==> src/rtl/mc_ctrl_pkg.sv <==
// Shared encodings for the multi-cycle controller: FSM states, datapath selects,
// error codes and the decoder's instruction-class payload.
package mc_ctrl_pkg;

  localparam int unsigned XLEN = 32;

  typedef enum logic [2:0] {
    MC_IDLE   = 3'd0,
    MC_FETCH  = 3'd1,
    MC_DECODE = 3'd2,
    MC_EXEC   = 3'd3,
    MC_MEM    = 3'd4,
    MC_WB     = 3'd5,
    MC_ERR    = 3'd7
  } mc_state_e;

  localparam logic [2:0] PCSRC_PC4 = 3'd0;
  localparam logic [2:0] PCSRC_BR  = 3'd1;
  localparam logic [2:0] PCSRC_J   = 3'd2;
  localparam logic [2:0] PCSRC_JR  = 3'd3;

  localparam logic [1:0] REGDST_RT = 2'd0;
  localparam logic [1:0] REGDST_RD = 2'd1;
  localparam logic [1:0] REGDST_RA = 2'd2;

  localparam logic [1:0] WDSEL_ALU = 2'd0;
  localparam logic [1:0] WDSEL_MEM = 2'd1;
  localparam logic [1:0] WDSEL_LUI = 2'd2;
  localparam logic [1:0] WDSEL_PC  = 2'd3;

  localparam logic [1:0] ERR_NONE    = 2'd0;
  localparam logic [1:0] ERR_ILLEGAL = 2'd1;
  localparam logic [1:0] ERR_TIMEOUT = 2'd2;

  localparam logic [2:0] ALU_ADD = 3'd0;
  localparam logic [2:0] ALU_SUB = 3'd1;
  localparam logic [2:0] ALU_OR  = 3'd2;

  localparam logic [2:0] DMTYPE_W  = 3'd0;
  localparam logic [2:0] DMTYPE_H  = 3'd1;
  localparam logic [2:0] DMTYPE_HU = 3'd2;
  localparam logic [2:0] DMTYPE_B  = 3'd3;
  localparam logic [2:0] DMTYPE_BU = 3'd4;

  localparam logic [1:0] BR_EQ  = 2'd0;
  localparam logic [1:0] BR_NE  = 2'd1;
  localparam logic [1:0] BR_GTZ = 2'd2;
  localparam logic [1:0] BR_LTZ = 2'd3;

  localparam logic [5:0] OP_SPECIAL = 6'h00;
  localparam logic [5:0] OP_REGIMM  = 6'h01;
  localparam logic [5:0] OP_J       = 6'h02;
  localparam logic [5:0] OP_JAL     = 6'h03;
  localparam logic [5:0] OP_BEQ     = 6'h04;
  localparam logic [5:0] OP_BNE     = 6'h05;
  localparam logic [5:0] OP_BGTZ    = 6'h07;
  localparam logic [5:0] OP_ORI     = 6'h0D;
  localparam logic [5:0] OP_LUI     = 6'h0F;
  localparam logic [5:0] OP_LB      = 6'h20;
  localparam logic [5:0] OP_LH      = 6'h21;
  localparam logic [5:0] OP_LW      = 6'h23;
  localparam logic [5:0] OP_LBU     = 6'h24;
  localparam logic [5:0] OP_LHU     = 6'h25;
  localparam logic [5:0] OP_SB      = 6'h28;
  localparam logic [5:0] OP_SH      = 6'h29;
  localparam logic [5:0] OP_SW      = 6'h2B;

  localparam logic [5:0] FN_JR   = 6'h08;
  localparam logic [5:0] FN_JALR = 6'h09;
  localparam logic [5:0] FN_ADDU = 6'h21;
  localparam logic [5:0] FN_SUBU = 6'h23;

  typedef struct packed {
    logic       is_rtype;
    logic       is_load;
    logic       is_store;
    logic       is_branch;
    logic       is_jump;
    logic       is_jreg;
    logic       is_link;
    logic       is_lui;
    logic       illegal;
    logic [1:0] br_type;
    logic [2:0] alu_op;
    logic       alu_src;
    logic       ext_op;
    logic [2:0] dm_type;
  } dec_t;

endpackage

==> src/rtl/mc_decode.sv <==
// Combinational opcode/funct classifier feeding the controller FSM with
// instruction-class flags and the per-instruction ALU/EXT/DM controls.
module mc_decode
  import mc_ctrl_pkg::*;
(
  input  logic [XLEN-1:0] instr,
  output dec_t            dec
);

  logic [5:0] op;
  logic [5:0] funct;
  logic [4:0] rt;
  logic       unused_fields;

  assign op            = instr[31:26];
  assign funct         = instr[5:0];
  assign rt            = instr[20:16];
  assign unused_fields = ^{instr[25:21], instr[15:6]};

  always_comb begin
    dec = '0;
    case (op)
      OP_SPECIAL: begin
        dec.is_rtype = 1'b1;
        case (funct)
          FN_ADDU: dec.alu_op = ALU_ADD;
          FN_SUBU: dec.alu_op = ALU_SUB;
          FN_JR:   begin dec.is_jump = 1'b1; dec.is_jreg = 1'b1; end
          FN_JALR: begin dec.is_jump = 1'b1; dec.is_jreg = 1'b1; dec.is_link = 1'b1; end
          default: begin dec.is_rtype = 1'b0; dec.illegal = 1'b1; end
        endcase
      end
      OP_ORI:  begin dec.alu_op = ALU_OR; dec.alu_src = 1'b1; end
      OP_LW:   begin dec.is_load = 1'b1;  dec.dm_type = DMTYPE_W;  end
      OP_LH:   begin dec.is_load = 1'b1;  dec.dm_type = DMTYPE_H;  end
      OP_LHU:  begin dec.is_load = 1'b1;  dec.dm_type = DMTYPE_HU; end
      OP_LB:   begin dec.is_load = 1'b1;  dec.dm_type = DMTYPE_B;  end
      OP_LBU:  begin dec.is_load = 1'b1;  dec.dm_type = DMTYPE_BU; end
      OP_SW:   begin dec.is_store = 1'b1; dec.dm_type = DMTYPE_W;  end
      OP_SH:   begin dec.is_store = 1'b1; dec.dm_type = DMTYPE_H;  end
      OP_SB:   begin dec.is_store = 1'b1; dec.dm_type = DMTYPE_B;  end
      OP_BEQ:  begin dec.is_branch = 1'b1; dec.br_type = BR_EQ;  end
      OP_BNE:  begin dec.is_branch = 1'b1; dec.br_type = BR_NE;  end
      OP_BGTZ: begin dec.is_branch = 1'b1; dec.br_type = BR_GTZ; end
      OP_REGIMM: begin
        // Only bltz (rt == 0) is implemented from the REGIMM group.
        if (rt == 5'd0) begin
          dec.is_branch = 1'b1;
          dec.br_type   = BR_LTZ;
        end else begin
          dec.illegal = 1'b1;
        end
      end
      OP_LUI:  dec.is_lui = 1'b1;
      OP_J:    dec.is_jump = 1'b1;
      OP_JAL:  begin dec.is_jump = 1'b1; dec.is_link = 1'b1; end
      default: dec.illegal = 1'b1;
    endcase

    // Address generation for memory ops is base + sign-extended offset.
    if (dec.is_load || dec.is_store) begin
      dec.alu_op  = ALU_ADD;
      dec.alu_src = 1'b1;
      dec.ext_op  = 1'b1;
    end
    if (dec.is_branch) begin
      dec.ext_op = 1'b1;
    end
  end

endmodule

==> src/rtl/mc_ctrl.sv <==
// Multi-cycle CPU main controller: sequences FETCH/DECODE/EXEC/MEM/WB with a
// wait-state memory handshake, watchdog timeout and sticky error reporting.
module mc_ctrl
  import mc_ctrl_pkg::*;
#(
  parameter int unsigned MEM_HANDSHAKE = 1,
  parameter int unsigned WDT_CYCLES    = 255
) (
  input  logic            clk,
  input  logic            reset,
  input  logic [XLEN-1:0] instr,
  input  logic            cmp_eq,
  input  logic            rs_gtz,
  input  logic            rs_ltz,
  input  logic            mem_ready,
  output logic            mem_req,
  output logic            mem_we,
  output logic            ir_we,
  output logic            pc_we,
  output logic [2:0]      pc_src,
  output logic            reg_we,
  output logic [1:0]      reg_dst,
  output logic [1:0]      wd_sel,
  output logic [2:0]      alu_op,
  output logic            alu_src,
  output logic            ext_op,
  output logic [2:0]      dm_type,
  output logic [2:0]      state,
  output logic [1:0]      err_code
);

  localparam int unsigned CNT_W = $clog2(WDT_CYCLES + 1);

  mc_state_e        state_q, state_n;
  logic [CNT_W-1:0] cnt_q, cnt_n;
  logic [1:0]       err_q, err_n;
  dec_t             dec;
  logic             ready;
  logic             wdt_hit;
  logic             br_taken;

  mc_decode u_decode (
    .instr (instr),
    .dec   (dec)
  );

  assign ready    = (MEM_HANDSHAKE != 0) ? mem_ready : 1'b1;
  // Last permitted wait cycle: a ready here still completes the access.
  assign wdt_hit  = (cnt_q == CNT_W'(WDT_CYCLES - 1));
  assign state    = state_q;
  assign err_code = err_q;

  always_comb begin
    case (dec.br_type)
      BR_EQ:   br_taken = cmp_eq;
      BR_NE:   br_taken = ~cmp_eq;
      BR_GTZ:  br_taken = rs_gtz;
      default: br_taken = rs_ltz;
    endcase
  end

  always_ff @(posedge clk or negedge reset) begin
    if (!reset) begin
      state_q <= MC_IDLE;
      cnt_q   <= '0;
      err_q   <= ERR_NONE;
    end else begin
      state_q <= state_n;
      cnt_q   <= cnt_n;
      err_q   <= err_n;
    end
  end

  always_comb begin
    state_n = state_q;
    cnt_n   = '0;
    err_n   = err_q;
    mem_req = 1'b0;
    mem_we  = 1'b0;
    ir_we   = 1'b0;
    pc_we   = 1'b0;
    pc_src  = PCSRC_PC4;
    reg_we  = 1'b0;
    reg_dst = REGDST_RT;
    wd_sel  = WDSEL_ALU;
    alu_op  = ALU_ADD;
    alu_src = 1'b0;
    ext_op  = 1'b0;
    dm_type = DMTYPE_W;

    case (state_q)
      MC_IDLE: state_n = MC_FETCH;

      MC_FETCH: begin
        mem_req = 1'b1;
        if (ready) begin
          ir_we   = 1'b1;
          pc_we   = 1'b1;
          state_n = MC_DECODE;
        end else if (wdt_hit) begin
          state_n = MC_ERR;
          err_n   = ERR_TIMEOUT;
        end else begin
          cnt_n = cnt_q + CNT_W'(1);
        end
      end

      MC_DECODE: begin
        if (dec.illegal) begin
          state_n = MC_ERR;
          err_n   = ERR_ILLEGAL;
        end else if (dec.is_jump) begin
          pc_we  = 1'b1;
          pc_src = dec.is_jreg ? PCSRC_JR : PCSRC_J;
          if (dec.is_link) begin
            reg_we  = 1'b1;
            reg_dst = dec.is_jreg ? REGDST_RD : REGDST_RA;
            wd_sel  = WDSEL_PC;
          end
          state_n = MC_FETCH;
        end else if (dec.is_lui) begin
          state_n = MC_WB;
        end else begin
          state_n = MC_EXEC;
        end
      end

      MC_EXEC: begin
        alu_op  = dec.alu_op;
        alu_src = dec.alu_src;
        ext_op  = dec.ext_op;
        if (dec.is_branch) begin
          pc_src  = PCSRC_BR;
          pc_we   = br_taken;
          state_n = MC_FETCH;
        end else if (dec.is_load || dec.is_store) begin
          state_n = MC_MEM;
        end else begin
          state_n = MC_WB;
        end
      end

      MC_MEM: begin
        mem_req = 1'b1;
        mem_we  = dec.is_store;
        dm_type = dec.dm_type;
        if (ready) begin
          state_n = dec.is_store ? MC_FETCH : MC_WB;
        end else if (wdt_hit) begin
          state_n = MC_ERR;
          err_n   = ERR_TIMEOUT;
        end else begin
          cnt_n = cnt_q + CNT_W'(1);
        end
      end

      MC_WB: begin
        reg_we  = 1'b1;
        reg_dst = dec.is_rtype ? REGDST_RD : REGDST_RT;
        wd_sel  = dec.is_load ? WDSEL_MEM : (dec.is_lui ? WDSEL_LUI : WDSEL_ALU);
        state_n = MC_FETCH;
      end

      default: state_n = MC_ERR;
    endcase
  end

endmodule

==> config.mk <==
export PLATFORM = sky130hd
export DESIGN_NAME = mc_ctrl
export DESIGN_NICKNAME = d
export VERILOG_FILES = /design/src/rtl/mc_ctrl_pkg.sv /design/src/rtl/mc_decode.sv /design/src/rtl/mc_ctrl.sv
export SDC_FILE = /design/constraint.sdc
export NUM_CORES = 1
export LEC_CHECK = 0
export ABC_AREA = 1
export CELL_PAD_IN_SITES_DETAIL_PLACEMENT = 0
export CELL_PAD_IN_SITES_GLOBAL_PLACEMENT = 1
export CORE_ASPECT_RATIO = 2
export CORE_MARGIN = 3
export CORE_UTILIZATION = 29
export CTS_CLUSTER_DIAMETER = 60
export DETAILED_ROUTE_END_ITERATION = 16
export PLACE_DENSITY_LB_ADDON = 0.1
export SYNTH_ARGS = -nofsm -noshare
export SYNTH_HDL_FRONTEND = slang
export SYNTH_HIERARCHICAL = 1
export SYNTH_SLANG_ARGS = --single-unit
==> constraint.sdc <==
create_clock -name clk -period 2.9 [get_ports clk]
set_clock_uncertainty 0.05 [all_clocks]
set_input_delay 0.435 -clock clk [delete_from_list [all_inputs] [get_ports clk]]
set_output_delay 0.435 -clock clk [all_outputs]
set_load 0.02 [all_outputs]
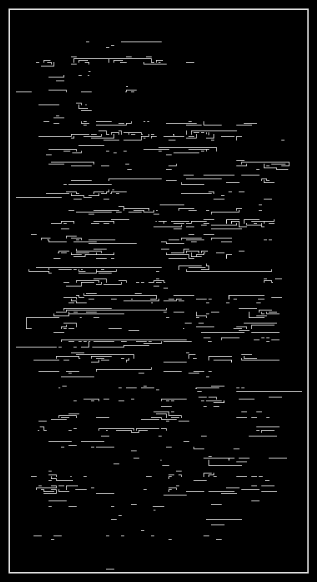
**Above:** run 1 (signal wires on met1).
wire length on this layer: 1320 µm
nets with wire on the layer: 302
main direction: horizontal
share of all routed wire: 31%
longest straight run: 23.0 µm

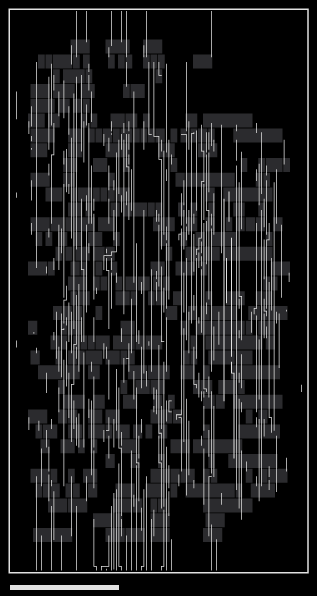
**Above:** run 1 (the metal 2 layer).
Scale bar: 20 µm. Cells faint in the background.
longest straight run: 59.5 µm
main direction: vertical
nets with wire on the layer: 275
share of all routed wire: 66%

==> commit_impl_results.txt, run 1 <==
Store results of the implementation flow

- For this run the top cell type by instance count after synthesis was sky130_fd_sc_hd__inv_1.
- The critical path in this run is classified as primary input to output pin.
- By area the synthesized netlist is led by sky130_fd_sc_hd__dfrtp_1 24%, sky130_fd_sc_hd__inv_1 12%, sky130_fd_sc_hd__nand2_1 11%.
* Portion of total power attributed to sequential cells: 28.1%
* Multiplexer share of the synthesized area: 0%
* Max-cap violation count: 0
- After the first detailed-routing iteration, the DRC count stood at 27.
- Top cell area share: 23.7%
- Clock slew seen by the registers of the worst setup and hold paths: 0.05 ns
* Power attributed to combinational cells: 572 µW
* Non-Filler Instances: 363
* Sum of internal, switching and leakage power: 1010 µW
* Global placer's final weighted congestion: 0.769
* Number of synthesized flops with an enable pin: 0
* First-pass DRT Iterations: 4
- Endpoint of the worst-slack reg-to-reg timing path: state[2]$_DFF_PN0_
- Number of buffers added by the clock tree synthesis step: 3
- Dividing the detail-routed via count by the number of cells gives 4.48.
- The area recorded from the Yosys report for this design is 1370 µm².
- For this floorplan the total number of well-tap instances is 54.
- Max rail drop VDD: 0.315 mV
- Post-Route Setup TNS: 0 ns
- Avg Synthesized Cell Area: 5.99 µm²
* Start point of the worst hold path: err_code[1]$_DFFE_PN0P_
- Width of the die: 54.6 µm
- The number of different library cells used by synthesis comes to 27.
* Hold buffer count at cts: 0
- Cell area after synthesis: 1370 µm²
- Hold-critical path depth: 2
- cnt_q holds more flip-flops than any other register.
- Most frequent cells after synthesis: 43 x sky130_fd_sc_hd__inv_1, 39 x sky130_fd_sc_hd__nand2_1, 36 x sky130_fd_sc_hd__nor2_1
- CTS reports a maximum clock tree buffer depth of 2.
- Number of post-CTS setup repair buffers: 0
- In the per-layer summary, the met1 wirelength comes to 1320 µm.
* Syn Inst Count: 229
- Headroom to the max-slew limit: 60.4%
- The clock network consumes a total of 155 µW.
- The end-of-flow timing check tallies setup violations at 0.
- Global routing used 15.8% of the available tracks.
- The flow ran to the end, and the final reports show no timing, DRC or antenna violations.
- Highest metal used: met4
- Number of sinks driven by the clock tree: 13
* Fraction of layout cells with a size suffix above 1: 25.2%
- Stage-log warning count: 43
- Cell count listed in synth_stat.txt: 229
- Number of global-route vias before repair: 1575
* Post-synth regs: 13
- The filler cells instantiated in the layout total 514.
* Quantity of I/O buffers inserted on ports: 45
* Crit path cell chain: clkdlybuf4s50_1 > nor2_4 > buf_4 > nand2_1 > nor2_1 > nor2_1 > nand2_2 > nand2_2 > inv_1 > nand2_2 > nor2_4 > buf_4 > dlygate4sd2_1
- After detailed placement, the total cell area comes to 2100 µm².
* Maximum number of pins on one net before global-route repair: 14
- XOR/XNOR share of the synthesized area: 2.55%
- The analysis attributes to net switching a power of 468 µW.
- For this run the aggregate overflow at the end of global routing stands at 0.
- Std-Cell Core Area: 4470 µm²
- On the worst path, the slowest cell contributes a delay of 0.47 ns.
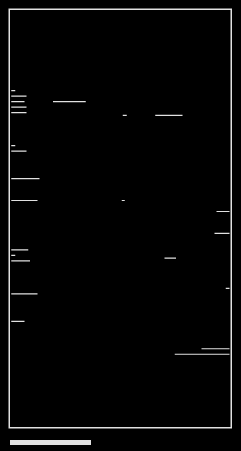
**Above:** run 1 (metal 3).
Scale bar: 20 µm.
main direction: horizontal
wire length on this layer: 93.9 µm
share of all routed wire: 2.2%
longest straight run: 13.3 µm
met3 usage: 0.717%
Vias: 1626
total wirelength of the detailed-routed design: 4280 µm

**Run 1: layout detail**

Scale bar: 5 µm. Region (4, 67) to (24, 87) µm. Cells in gray, sequential cells in the stronger gray; small squares are vias.
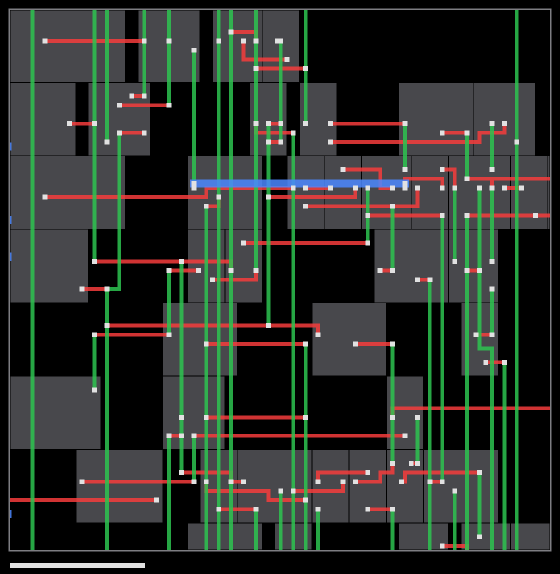

--- run 2 (diff from run 1) ---
==> constraint.sdc (replaced) <==
create_clock -name clk -period 3.4 [get_ports clk]
set_clock_uncertainty 0.05 [all_clocks]
set_input_delay 0.51 -clock clk [delete_from_list [all_inputs] [get_ports clk]]
set_output_delay 0.51 -clock clk [all_outputs]
set_load 0.02 [all_outputs]
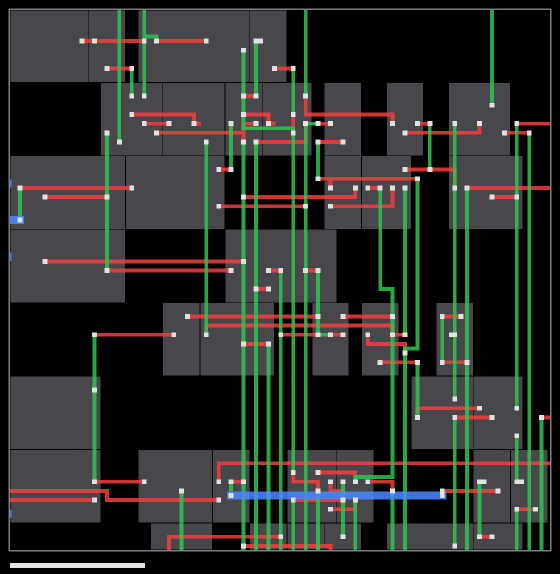
**Above:** run 2 (layout detail).
Scale bar: 5 µm. Region (4, 67) to (24, 87) µm. Cells in gray, sequential cells in the stronger gray; small squares are vias.
[green] met2
[red] met1
[blue] met3
sequential cells in the window: 0
cells with their middle in the window: 33
most frequent: inv_1 (5), clkdlybuf4s50_1 (4), nand2_1 (4)

==> run 2 against run 1 <==
Compared with the run above:
- first-iteration DRC count shrank 41%
- critical endpoint unchanged
- critical path depth is 1 lower
- routed wire length down 1.3%
==> commit_impl_results.txt, run 2 <==
Store results of the implementation flow

- The run finished with clean final reports.
- Largest register FFs: 8
- The average cell area after synthesis is 5.99 µm² (unchanged).
* Number of synthesized flops with an enable pin: 0 (unchanged)
* Number of buffers added by the clock tree synthesis step: 3 (unchanged)
* First-pass DRT Iterations: 4 (unchanged)
- The share of power burned in registers came to 28.1% (about the same).
- Number of post-CTS setup repair buffers: 0 (unchanged)
- Number of sinks driven by the clock tree: 13 (unchanged)
- The share of the synthesized netlist area taken by xor and xnor gates was 2.55% (unchanged).
- The count of unique library cells instantiated by Yosys was 27 (unchanged).
- Worst Setup Path Type: primary input to output pin
- Global placer's final weighted congestion: 0.798 (+3.8%)
- Area post-placement: 1920 µm² (-8.6%)
* Upper clock frequency limit: 323 MHz
- The register bit count reported by yosys is 13 (unchanged).
- The area of the synthesized netlist per yosys stat is 1370 µm² (unchanged).
* Max Buffers Root-to-Sink: 2 (unchanged)
* Power attributed to combinational cells: 480 µW (-16%)
* Actual transition at the worst max-transition pin: 0.596 ns
- Top cell area share: 23.7% (unchanged)
- AND/OR/NAND/NOR Cells, Area Fraction: 46.6%
- Clock slew seen by the registers of the worst setup and hold paths: 0.06 ns (about the same)
- Pins Over Slew Limit: 0
- The number of warning messages in the logs was 42 (-2.3%).
- Per the post-run analysis, buffers plus inverters along the critical path come to 4.
- The horizontal die size came to 54.6 µm (unchanged).
* Switching power share of the total: 46.5%
- The largest register by flop count is cnt_q.
- Count of non-CTS inverters in the layout: 49
- Max rail drop VDD: 0.239 mV (-24%)
- The commonest cells after synthesis are 43 x sky130_fd_sc_hd__inv_1, 39 x sky130_fd_sc_hd__nand2_1, 36 x sky130_fd_sc_hd__nor2_1.
* Cell area after synthesis: 1370 µm² (unchanged)
- The mean number of vias per cell was 4.64 (+3.5%).
* Post-Route Setup TNS: 0 ns (unchanged)
- The overall overflow remaining after global route came to 0 (unchanged).
- At the floorplan stage, the core utilization is reported as 30.7%.
- The number of standard cells in the layout, taps in and fillers out is 337 (-7.2%).
- The layout cell share with drive strength beyond 1 was 15.2% (-10 points).
* Number of global-route vias before repair: 1618 (+2.7%)
- The core footprint was 4470 µm² (unchanged).
- Routed signal wires occupy layers up through met4.
* Clock group total power: 141 µW (-9%)
- Endpoint of the worst-slack reg-to-reg timing path: state[2]$_DFF_PN0_
- Per STA, the worst path is made up of clkdlybuf4s50_1 > inv_2 > nor2_2 > nand2_1 > nor2_2 > nor2_2 > nand2_2 > nand2_2 > inv_1 > nand2_2 > nor2_4 > clkdlybuf4s50_1.
- Worst path depth: 12
- Start point of the worst hold path: err_code[1]$_DFFE_PN0P_
* CP peak stage delay: 0.63 ns (+0.16 ns)
* Drt first-iter violations: 16 (-41%)
* Filler instances: 510 (-0.78%)
* Hold-critical path depth: 2 (unchanged)
- Sum of internal, switching and leakage power: 864 µW (-15%)
- The initial antenna violation count is 0.
* Headroom to the max-slew limit: 60.2% (-0.28 points)
- The share of cell area taken by muxes after synthesis was 0% (unchanged).
- The gate count of the mapped netlist is 229 (unchanged).
* Cell count listed in synth_stat.txt: 229 (unchanged)
- The library cell used most frequently in the layout, excluding fill and tap cells, is sky130_fd_sc_hd__inv_1.
* Detailed-route wire length on metal 1: 1260 µm (-4.3%)
- The count of hold buffers inserted by post-cts repair was 0 (unchanged).
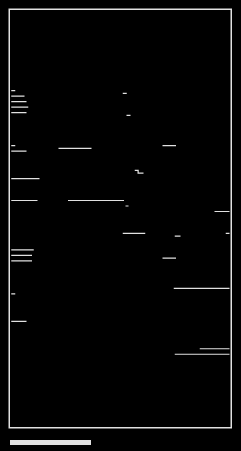
**Above:** run 2 (metal 3).
Scale bar: 20 µm.
share of all routed wire: 3.0%
main direction: horizontal
longest straight run: 13.6 µm
Vias: 1563
met3 usage: 1.15%
total wirelength of the detailed-routed design: 4220 µm

**Run 2: congestion heat map**

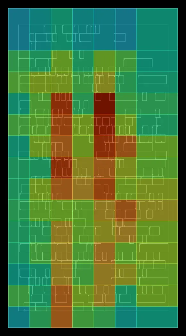

--- run 3 (diff from run 2) ---
==> constraint.sdc (replaced) <==
create_clock -name clk -period 3.89 [get_ports clk]
set_clock_uncertainty 0.05 [all_clocks]
set_input_delay 0.5835 -clock clk [delete_from_list [all_inputs] [get_ports clk]]
set_output_delay 0.5835 -clock clk [all_outputs]
set_load 0.02 [all_outputs]
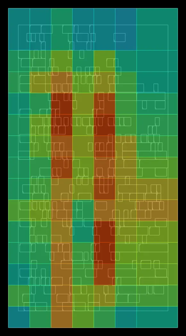
**Above:** run 3 (congestion heat map).
GR Layer Usage met1: 13.0%
busiest metal layer after global routing: met2
met3 usage: 0.430%
post-layout util: 42.7%

==> run 3 against run 2 <==
Compared with the run above:
- die area is the same
- global-route usage shrank 0.50 points
- sequential power shrank 12%
- routed wire length shrank 2.1%
- total power shrank 14%
- critical path depth grew 1
- register-to-register slack gained 0.50 ns
- combinational power shrank 14%
- largest power group unchanged
- highest routed layer unchanged
==> commit_impl_results.txt, run 3 <==
Store results of the implementation flow

- Buf/Inv on CP: 3 (-1)
* Largest register FFs: 8 (unchanged)
- Syn Inst Count: 229 (unchanged)
- Vias: 1531 (-2.0%)
- Width of the die: 54.6 µm (unchanged)
- Top cell area share: 23.7% (unchanged)
- The cell area after technology mapping was 1370 µm² (unchanged).
- Per the layout area report, the combinational fraction of cell area is 43.8%.
* TritonCTS clock tree: done
- The number of standard cells in the layout, taps in and fillers out is 329 (-2.4%).
* Part of the power in the clock network: 16.0%
- Avg Synthesized Cell Area: 5.99 µm² (unchanged)
- The share of the synthesized netlist area taken by xor and xnor gates came to 2.55% (unchanged).
* Number of post-CTS setup repair buffers: 0 (unchanged)
- The clock sink count was 13 (unchanged).
- The count of hold buffers inserted by post-cts repair came to 0 (unchanged).
* Final ANT Viol Nets: 0
- The area of the synthesized netlist per yosys stat came to 1370 µm² (unchanged).
- Total wirelength of the detailed-routed design: 4130 µm (-2.1%)
- Switching power share of the total: 46.2% (-0.26 points)
- The delay of the slowest cell on the worst path came to 0.62 ns (about the same).
- Stage-log warning count: 42 (unchanged)
- Max rail drop VDD: 0.254 mV (+6.2%)
* Worst path depth: 13 (+1)
- Derived from the worst setup path, the maximum achievable clock frequency is 282 MHz.
- Count of non-CTS inverters in the layout: 49 (unchanged)
* Headroom to the max-slew limit: 61.0% (+0.86 points)
* Cell Type Count: 27 (unchanged)
- The final estimated routing congestion in global placement was 0.794 (-0.55%).
- The initial antenna violation count was 0 (unchanged).
* Setup-failing EPs final: 0
- Sum of internal, switching and leakage power: 747 µW (-14%)
- Filler instances: 530 (+3.9%)
* Max Buffers Root-to-Sink: 2 (unchanged)
- Portion of total power attributed to sequential cells: 28.5% (+0.4 points)
- The clock edge transition at the registers on the reported setup and hold paths is 0.05 ns (about the same).
- Main power-consuming group: combinational cells
- First-pass DRT Iterations: 4 (unchanged)
- The hold-critical path depth came to 2 (unchanged).
* Endpoint of the worst-slack reg-to-reg timing path: state[2]$_DFF_PN0_
- Clock group total power: 119 µW (-16%)
* Largest non-sequential cell family by area: simple AND/OR/NAND/NOR gates
- The via count of the first global-routing pass was 1482 (-8.4%).
* Highest metal used: met4
- Post-synth regs: 13 (unchanged)
* Power attributed to combinational cells: 415 µW (-14%)
- Fraction of layout cells with a size suffix above 1: 12.7% (-2.5 points)
* Actual transition at the worst max-transition pin: 0.583 ns (-0.0129 ns)
- Number of buffers added by the clock tree synthesis step: 3 (unchanged)
- The area share of and/or/nand/nor cells after synthesis is 46.6% (unchanged).
- Row count: 34
- Run status: finished, final reports clean
* Dominant logic cell type in the layout: sky130_fd_sc_hd__clkdlybuf4s50_1
- The aggregate negative setup slack was 0 ns (unchanged).
- The report lists the cells along the critical path as clkdlybuf4s50_1 > nor2_2 > nand2_1 > nor2_1 > nor2_1 > nand2_2 > nand2_2 > inv_1 > nand2_2 > nor2_4 > nand2_2 > o21ai_2 > clkdlybuf4s50_1.
* Worst Setup Path Type: primary input to output pin
- Per the hold report, the tightest min-delay path originates at err_code[1]$_DFFE_PN0P_.
- Number of synthesized flops with an enable pin: 0 (unchanged)
- Pins Over Slew Limit: 0 (unchanged)
* Cell count listed in synth_stat.txt: 229 (unchanged)
* Drt first-iter violations: 20 (+4)
- The share of cell area taken by muxes after synthesis came to 0% (unchanged).
- For this floorplan the total number of well-tap instances is 54.
* Share of flip-flops with an asynchronous set or reset after synthesis: 100%
- Most frequent cells after synthesis: 43 x sky130_fd_sc_hd__inv_1, 39 x sky130_fd_sc_hd__nand2_1, 36 x sky130_fd_sc_hd__nor2_1
- The overall overflow remaining after global route is 0 (unchanged).
- The mean number of vias per cell was 4.65 (+0.33%).
- Area post-placement: 1860 µm² (-3.1%)
* Floorplan-stage core utilization: 30.7% (unchanged)
- Per the run report, area growth between synthesis and finish was 39.1%.
- Setup slack, reg-to-reg: 2.38 ns
- Reg with most FFs: cnt_q
* Detailed-route wire length on metal 1: 1320 µm (+4.8%)
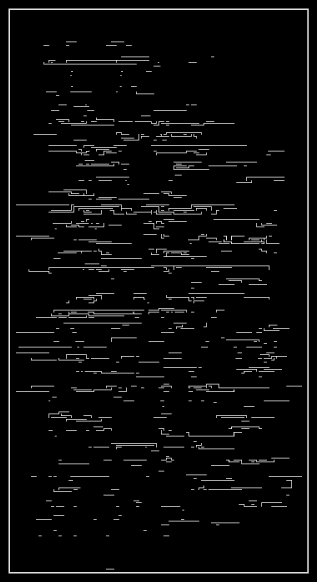
**Above:** run 3 (signal wires on met1).
nets with wire on the layer: 270
main direction: horizontal

Power figures rest on the tool's default switching activity, not on a simulated workload.
